`config.mk`:
```
export PLATFORM = sky130hd
export DESIGN_NAME = wb_retire_stage
export DESIGN_NICKNAME = d
export VERILOG_FILES = /design/src/rtl/wb_retire_stage.sv
export SDC_FILE = /design/constraint.sdc
export NUM_CORES = 1
export LEC_CHECK = 0
export ABC_AREA = 1
export CAP_MARGIN = 20
export CELL_PAD_IN_SITES_DETAIL_PLACEMENT = 1
export CELL_PAD_IN_SITES_GLOBAL_PLACEMENT = 2
export CORE_UTILIZATION = 18
export CTS_CLUSTER_DIAMETER = 80
export DETAILED_ROUTE_END_ITERATION = 12
export GPL_TIMING_DRIVEN = 0
export PLACE_DENSITY_LB_ADDON = 0.3
export SLEW_MARGIN = 40
export SYNTH_ARGS = -nofsm -noshare
export SYNTH_HDL_FRONTEND = slang
export SYNTH_SLANG_ARGS = --single-unit
export TNS_END_PERCENT = 30
```
`constraint.sdc`:
```
create_clock -name clk -period 2.6 [get_ports clk]
set_input_delay 0.52 -clock clk [delete_from_list [all_inputs] [get_ports clk]]
set_output_delay 0.52 -clock clk [all_outputs]
set_load 0.02 [all_outputs]
```
`src/rtl/wb_retire_stage.sv`:
```
// Writeback/retire stage: result select, load alignment, retired-write history with two forwarding lookups.
// Optional retired-instruction counter is built only when WB_INSTRET_EN is defined.
module wb_retire_stage #(
    parameter int XLEN       = 32,
    parameter int HIST_DEPTH = 2,
    parameter int RA         = 5
) (
    input  logic            clk,
    input  logic            Rst,
    input  logic            dbg,
    input  logic            mem_hold,
    input  logic            mem_wb_valid,
    input  logic            mem_wb_regwrite,
    input  logic [RA-1:0]   mem_wb_rd,
    input  logic [1:0]      mem_wb_sel,
    input  logic [2:0]      mem_wb_funct3,
    input  logic [2:0]      mem_wb_addr_lo,
    input  logic [XLEN-1:0] mem_wb_alures,
    input  logic [XLEN-1:0] mem_wb_memres,
    input  logic [XLEN-1:0] mem_wb_csr,
    input  logic [XLEN-1:0] mem_wb_pc4,
    output logic [XLEN-1:0] wb_res,
    output logic            wb_we,
    output logic [RA-1:0]   wb_rd,
    input  logic [RA-1:0]   q_rs1,
    input  logic [RA-1:0]   q_rs2,
    output logic            q_hit1,
    output logic            q_hit2,
    output logic [XLEN-1:0] q_data1,
    output logic [XLEN-1:0] q_data2,
    output logic [63:0]     instret
);

    // Keep the low `bits` of v, sign- or zero-extending to XLEN.
    function automatic logic [XLEN-1:0] ext(input logic [XLEN-1:0] v, input int unsigned bits,
                                            input logic sgn);
        logic [XLEN-1:0] sh;
        sh = v << (XLEN - bits);
        if (sgn) begin
            return $unsigned($signed(sh) >>> (XLEN - bits));
        end else begin
            return sh >> (XLEN - bits);
        end
    endfunction

    logic            adv_s;
    logic            we_noadv_s;
    logic [2:0]      off_s;
    logic [2:0]      h_off_s;
    logic [2:0]      w_off_s;
    logic [XLEN-1:0] load_s;

    logic            hist_vld_r [HIST_DEPTH];
    logic [RA-1:0]   hist_rd_r  [HIST_DEPTH];
    logic [XLEN-1:0] hist_res_r [HIST_DEPTH];

    assign adv_s      = !dbg && !mem_hold;
    assign we_noadv_s = mem_wb_valid && mem_wb_regwrite && (mem_wb_rd != {RA{1'b0}});
    assign wb_we      = we_noadv_s && adv_s && !Rst;
    assign wb_rd      = mem_wb_rd;

    // Offsets beyond the word are truncated; sub-size alignment bits are dropped, not trapped.
    assign off_s   = mem_wb_addr_lo & 3'((XLEN / 8) - 1);
    assign h_off_s = off_s & 3'b110;
    assign w_off_s = off_s & 3'b100;

    // Load data alignment and extension.
    always_comb begin
        load_s = mem_wb_memres;
        case (mem_wb_funct3)
            3'b000:  load_s = ext(mem_wb_memres >> {off_s, 3'b000}, 8, 1'b1);
            3'b001:  load_s = ext(mem_wb_memres >> {h_off_s, 3'b000}, 16, 1'b1);
            3'b010:  load_s = ext(mem_wb_memres >> {w_off_s, 3'b000}, 32, 1'b1);
            3'b011:  load_s = mem_wb_memres;
            3'b100:  load_s = ext(mem_wb_memres >> {off_s, 3'b000}, 8, 1'b0);
            3'b101:  load_s = ext(mem_wb_memres >> {h_off_s, 3'b000}, 16, 1'b0);
            3'b110:  load_s = ext(mem_wb_memres >> {w_off_s, 3'b000}, 32, 1'b0);
            default: load_s = mem_wb_memres;
        endcase
    end

    // Writeback result select.
    always_comb begin
        wb_res = mem_wb_alures;
        case (mem_wb_sel)
            2'b00:   wb_res = mem_wb_alures;
            2'b01:   wb_res = load_s;
            2'b10:   wb_res = mem_wb_csr;
            2'b11:   wb_res = mem_wb_pc4;
            default: wb_res = mem_wb_alures;
        endcase
    end

    // History shift register; entry 0 is the newest retired write.
    always_ff @(posedge clk or posedge Rst) begin
        if (Rst) begin
            for (int i = 0; i < HIST_DEPTH; i++) begin
                hist_vld_r[i] <= 1'b0;
                hist_rd_r[i]  <= {RA{1'b0}};
                hist_res_r[i] <= {XLEN{1'b0}};
            end
        end else if (adv_s) begin
            for (int i = HIST_DEPTH - 1; i > 0; i--) begin
                hist_vld_r[i] <= hist_vld_r[i-1];
                hist_rd_r[i]  <= hist_rd_r[i-1];
                hist_res_r[i] <= hist_res_r[i-1];
            end
            hist_vld_r[0] <= we_noadv_s;
            hist_rd_r[0]  <= mem_wb_rd;
            hist_res_r[0] <= wb_res;
        end
    end

    // Forwarding lookups: scan oldest to newest so the newest match is the last one kept.
    always_comb begin
        q_hit1  = 1'b0;
        q_hit2  = 1'b0;
        q_data1 = {XLEN{1'b0}};
        q_data2 = {XLEN{1'b0}};
        for (int i = HIST_DEPTH - 1; i >= 0; i--) begin
            q_hit1  = (hist_vld_r[i] && (hist_rd_r[i] == q_rs1) && (q_rs1 != {RA{1'b0}})) ? 1'b1 : q_hit1;
            q_data1 = (hist_vld_r[i] && (hist_rd_r[i] == q_rs1) && (q_rs1 != {RA{1'b0}})) ? hist_res_r[i] : q_data1;
            q_hit2  = (hist_vld_r[i] && (hist_rd_r[i] == q_rs2) && (q_rs2 != {RA{1'b0}})) ? 1'b1 : q_hit2;
            q_data2 = (hist_vld_r[i] && (hist_rd_r[i] == q_rs2) && (q_rs2 != {RA{1'b0}})) ? hist_res_r[i] : q_data2;
        end
    end

`ifdef WB_INSTRET_EN
    logic [63:0] instret_r;

    // Retired-instruction counter; bubbles do not count, non-writing instructions do.
    always_ff @(posedge clk or posedge Rst) begin
        if (Rst) begin
            instret_r <= 64'd0;
        end else if (adv_s && mem_wb_valid) begin
            instret_r <= instret_r + 64'd1;
        end
    end

    assign instret = instret_r;
`else
    assign instret = 64'd0;
`endif

endmodule

```
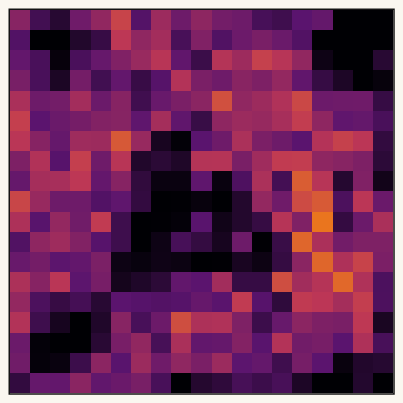
Figure 1: run 1, cell density map.
Scale: 2 px per µm. 19 x 19 tiles, from black (low) to pale yellow (high), 0 to 100% covered.
densest ninth of the die	right middle
emptiest ninth of the die	middle
fullest tile	68%
mean over tiles	27%
FP Util: 18.23%
core area: 35480 µm²
Final Core Density: 29.88%

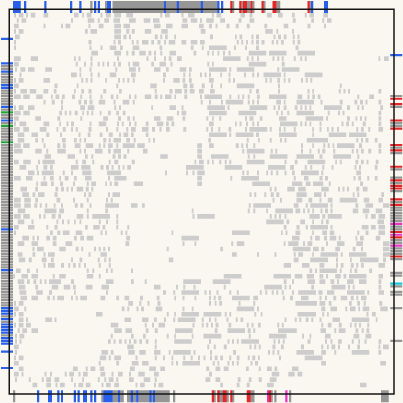
Figure 2: run 1, pin placement.
Scale: 2 px per µm. Pins as bars across the die edge, other pins in gray.
color	port	pins	direction	edge
red	q_data1	32	output	15 right, 9 top, 8 bottom
magenta	mem_wb_rd	5	input	3 right, 2 bottom
green	mem_wb_funct3	3	input	left
cyan	q_hit2	1	output	right
blue	instret	64	output	22 left, 21 bottom, 20 top, 1 right
all pins by edge	107 left, 94 top, 72 bottom, 52 right
PortBufs: 257
chip width: 191.6 µm
die height: 191.6 µm

==> flow_summary_export.csv, run 1 <==
group,metric,value,unit
cells_and_area,seq_area,1906,µm²
timing,finalSetupViolCount,0,
pwr,vdd.ir_drop.worst,0.0002322,V
yosys,ys_ff,76,
drt,via_count,7976,
drt,dr_wl_met2,16.82,mm
global_routing,grt.total_usage,17.89,%
placement,hpwl,26.76,mm
outcome,status,"finished clean",
drt,firstDrtPassIters,4,
yosys,yosys_cells,1077,
worst_setup_path,crit_slowest_cell,"clkdlybuf4s50_1",
global_routing,antenna_found_initial,1,
yosys,yosysUniqueCellTypes,28,
yosys,synth_chip_area,6470,µm²
pwr,p_per_area,421.0,nW/µm²
worst_setup_path,crit_type,"in -> out",
clock_tree,clock_sinks,76,
cells_and_area,mostFrequentLayoutCell,"nand2_1",
worst_setup_path,worstPathArrival,2.05,ns
floorplan,tapCellCount,461,
yosys,logic_family,"simple AND/OR/NAND/NOR gates",
clock_tree,cts_root_buffer,"clkbuf_16",
yosys,area_leaders,"dfrtp_1, nand2_1, nand3_1, buf_4, inv_1",
timing,maxSlewViolCount,0,
cells_and_area,logic_area,3901,µm²
pwr,sw_frac_of_total,35.57,%
worst_setup_path,critPathRequiredTime,2.08,ns
cells_and_area,antenna-diode-count,1,
yosys,yosysWarnings,0,
timing,tns,0,ns
clock_tree,holdBufCountCts,0,
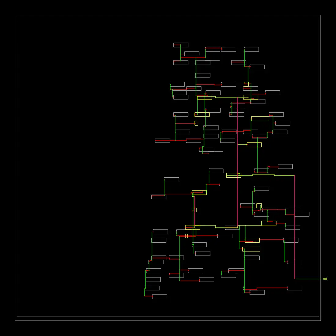
Figure 3: run 1, clock routing.
CTS Buf Count: 9
Clock Skew: 0.008011 ns
Latency at later pin: 0.34 ns
clock buffers: 10

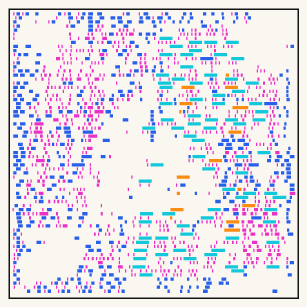
Figure 4: run 1, cells colored by class.
Scale: 1.5 px per µm.
color	class	cells	share of their area
blue	other buffers and delay cells	429	36%
cyan	flops	76	19%
orange	clock drivers and dummy loads	16	3.2%
magenta	combinational and other logic	933	42%
row count: 69
fraction of area in registers: 17.97%
post-route cell area: 10600 µm²

run 1: through the flow:
step                std cells  total power, mW  cell area [µm²]  utilization, %
global route             1915            4.719            10600           29.87
finish                   1916            4.463            10600           29.88
floorplan                1140            2.318             6706               -
global placement         1858            3.012             9856           27.78
CTS                      1902            4.470            10420           29.35
detailed placement       1859            3.035             9881           27.85
run 1: path summary, 6_finish.rpt:
check / cells after the start / startpoint / end
worst max-delay path: 11 / mem_wb_memres[23] / wb_res[19]
worst min-delay path: 2 / hist_res_r[21] / hist_res_r[21]
worst max register to register: 2 / hist_rd_r[7] / hist_rd_r[7]
worst min register to register: 2 / hist_res_r[21] / hist_res_r[21]
max in group asynchronous: 3 / Rst / hist_res_r[18]
min in group asynchronous: 2 / Rst / hist_res_r[4]
==> run 1 -> run 2 <==
--- a/config.mk
+++ b/config.mk
@@ -9,11 +9,13 @@
 export CAP_MARGIN = 20
 export CELL_PAD_IN_SITES_DETAIL_PLACEMENT = 1
 export CELL_PAD_IN_SITES_GLOBAL_PLACEMENT = 2
-export CORE_UTILIZATION = 18
+export CORE_UTILIZATION = 28
 export CTS_CLUSTER_DIAMETER = 80
 export DETAILED_ROUTE_END_ITERATION = 12
+export DONT_BUFFER_PORTS = 1
 export GPL_TIMING_DRIVEN = 0
 export PLACE_DENSITY_LB_ADDON = 0.3
+export SKIP_CTS_REPAIR_TIMING = 1
 export SLEW_MARGIN = 40
 export SYNTH_ARGS = -nofsm -noshare
 export SYNTH_HDL_FRONTEND = slang
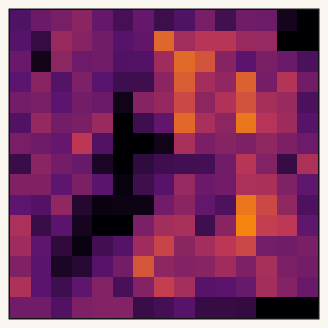
Figure 5: run 2, cell density map.
Scale: 2 px per µm. 15 x 15 tiles, from black (low) to pale yellow (high), 0 to 100% covered.
emptiest ninth of the die	middle
nearly empty tiles	5.3%
mean over tiles	30%
fullest tile	73%
FP Util: 28.58%
Final Core Density: 33.20%
core area: 22640 µm²

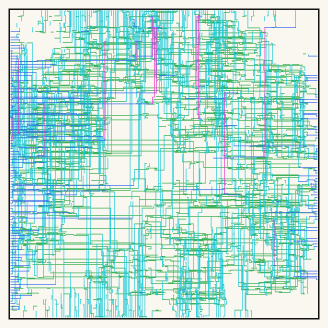
Figure 6: run 2, wiring by layer.
Scale: 2 px per µm.
color	layer	wire length
green	metal 1	11900 µm
cyan	metal 2	13700 µm
blue	metal 3	1800 µm
magenta	metal 4	469 µm
wire per inst: 19.31 µm
Total GRT Usage: 23.28%

==> run 2 against run 1 <==
  * Clock skew is 0.0042 ns lower
  * Worst setup slack better by 0.015 ns
  * Sequential cell count unchanged
  * Clock-buffer cell count unchanged
  * Non-clock buffer count decreased by 295
  * Sequential share of layout area rose by 7.3 points
  * Highest routed layer is now met4
==> flow_summary_export.csv, run 2 <==
group,metric,value,unit
outcome,status,"finished clean",
worst_setup_path,r2r_end,"hist_rd_r[4]",
placement,portBuffers,0,
yosys,synth_chip_area,6470,µm²
cells_and_area,areaGrowthSynthToFinish,16.19,%
clock_tree,cts_root_buffer,"clkbuf_16",
worst_setup_path,cp.depth,5,
cells_and_area,seq_area,1903,µm²
yosys,ys_ff,76,
yosys,yosysWarnings,0,
worst_setup_path,crit_type,"in -> out",
yosys,yosysUniqueCellTypes,28,
pwr,power,3.955,mW
floorplan,die_h,154.0,µm
yosys,yosys_cells,1077,
cells_and_area,antenna-diode-count,0,
pwr,vdd.ir_drop.worst,0.0002144,V
placement,hpwl,22.43,mm
clock_tree,cts_buffers,9,
yosys,logic_family,"simple AND/OR/NAND/NOR gates",
cells_and_area,logic_area,3799,µm²
yosys,ff_type,"dfrtp_1",
cells_and_area,fin_area,7517,µm²
worst_setup_path,worstPathArrival,2.03,ns
worst_setup_path,r2r_cells,2,
yosys,adder_share,0,%
placement,dp.cells,1426,
timing,maxSlewViolCount,0,
timing,tns,0,ns
drt,via_count,6934,
floorplan,fp-row-count,55,
worst_setup_path,critPathRequiredTime,2.08,ns
yosys,ys_sh_xor,0.9476,%
placement,placed_cell_area,7096,µm²
cells_and_area,final_cells,1443,
clock_tree,clk_path_buf_depth,2,
floorplan,die_w,154.0,µm
worst_setup_path,reg2reg_from,"hist_rd_r[9]",
worst_setup_path,crit_slowest_cell,"nor2_1",
drt,firstDrtPassIters,4,
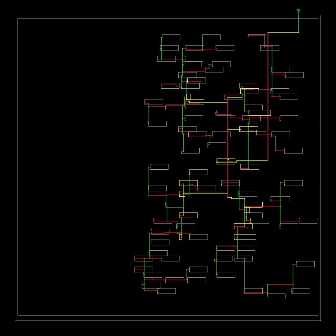
Figure 7: run 2, clock routing.
Clk. pwr: 1.35 mW
Clock Sinks: 76
Clock Skew: 0.003764 ns
Latency at later pin: 0.33 ns
registers: 76

-- run 2: cell counts after synthesis --
Identical to the previous run, type by type.
-- run 2: cell type report --
class / instances / area share [%]
timing repair buffer: 2 / 0.4660
inverter: 66 / 3.429
tap: 285 / 4.744
multi-input combinational: 866 / 50.53
clock inverter: 6 / 1.182
buffer: 132 / 11.28
sequential: 76 / 25.32
clock buffer: 10 / 3.046
-- run 2: logic make-up after synthesis --
kind of cell,Yosys count
other,1
AND/OR/NAND/NOR,746
XOR/XNOR,7
buffers and inverters,198
flip-flops,76
AND-OR/OR-AND,49
-- run 2: power by group --
group	internal, mW	leakage [nW]	switching [mW]
logic	0.310	3.05	0.719
registers	1.37	0.966	0.201
clock network	0.841	0.149	0.508
total	2.53	4.17	1.43
==> run 2 -> run 3 <==
--- a/config.mk
+++ b/config.mk
@@ -9,6 +9,7 @@
 export CAP_MARGIN = 20
 export CELL_PAD_IN_SITES_DETAIL_PLACEMENT = 1
 export CELL_PAD_IN_SITES_GLOBAL_PLACEMENT = 2
+export CORE_ASPECT_RATIO = 0.9
 export CORE_UTILIZATION = 28
 export CTS_CLUSTER_DIAMETER = 80
 export DETAILED_ROUTE_END_ITERATION = 12
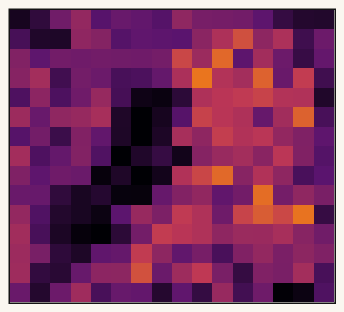
Figure 8: run 3, cell density map.
Scale: 2 px per µm. 16 x 15 tiles, from black (low) to pale yellow (high), 0 to 100% covered.
FP Util: 28.66%
core area: 22580 µm²
Final Core Density: 33.46%

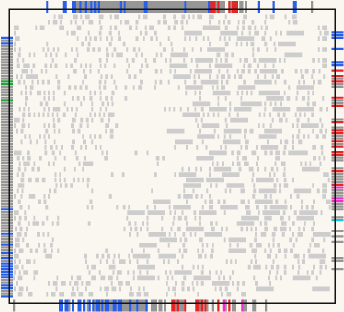
Figure 9: run 3, pin placement.
Scale: 2 px per µm. Pins as bars across the die edge, other pins in gray.
color	port	pins	direction	edge
red	q_data1	32	output	14 right, 10 bottom, 8 top
cyan	q_hit2	1	output	right
blue	instret	64	output	22 bottom, 20 top, 16 left, 6 right
green	mem_wb_funct3	3	input	left
magenta	mem_wb_rd	5	input	3 right, 2 bottom
all pins by edge	99 top, 96 left, 76 bottom, 54 right
PortBufs: 0
die height: 146.2 µm

==> run 3 against run 2 <==
  * Utilization grew 0.25 points
  * Fmax grew 1.3%
  * Synthesized cell count is the same
  * Wire length grew 3.0%
  * Clock power is essentially flat
  * Non-clock buffer count shrank 1
  * Largest cell class unchanged
  * Largest power group unchanged
==> flow_summary_export.csv, run 3 <==
group,metric,value,unit
clock_tree,clk_path_buf_depth,2,
floorplan,die_w,162.2,µm
yosys,ff_type,"dfrtp_1",
timing,tns,0,ns
pwr,sw_frac_of_total,36.05,%
yosys,yosysWarnings,0,
pwr,p_comb,1.03,mW
cells_and_area,areaGrowthSynthToFinish,16.75,%
placement,placed_cell_area,7111,µm²
cells_and_area,nClkBuffers,11,
clock_tree,cts_root_buffer,"clkbuf_16",
cells_and_area,non_clock_buffer_count,133,
yosys,yosysUniqueCellTypes,28,
drt,via_count,6953,
drt,firstDrtPassIters,4,
outcome,status,"finished clean",
clock_tree,worstSkewPairLatency,0.34,ns
pwr,clkPwrFrac,34.4,%
worst_setup_path,crit_slowest_cell,"clkbuf_1",
pwr,p_int,2.548,mW
cells_and_area,inverters,66,
worst_setup_path,worstPathArrival,2.00,ns
pwr,power,3.983,mW
yosys,yosys_cells,1077,
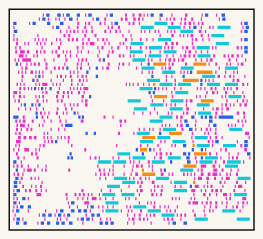
Figure 10: run 3, cells colored by class.
Scale: 1.5 px per µm.
color	class	cells	share of their area
blue	other buffers and delay cells	133	12%
cyan	flops	76	27%
orange	clock drivers and dummy loads	16	4.4%
magenta	combinational and other logic	932	57%
row count: 52
fraction of area in registers: 25.19%
post-route cell area: 7553 µm²

## run 3: cell counts after synthesis
No cell type changed its count.
## run 3: cell families (layout without fill, tap and decap cells)
family | Yosys count | in the layout | synth area share, %
AOI/OAI and AO/OA | 49 | 49 | 3.790
xor gates and xnor gates | 7 | 7 | 0.9476
DFF | 76 | 76 | 29.39
other | 1 | 65 | 0.05796
buffers and inverters | 198 | 215 | 16.79
and+or+nand+nor | 746 | 746 | 49.02
## run 3: worst paths after layout
check / end / cells past startpoint
min in group clk: hist_rd_r[5] / 2
max in group asynchronous: hist_res_r[16] / 2
min reg2reg: hist_res_r[5] / 2
min: hist_res_r[24] / 1
max: wb_res[0] / 4
max reg2reg: hist_rd_r[7] / 2
No activity file was given, so power comes from the tool's default toggle rates.
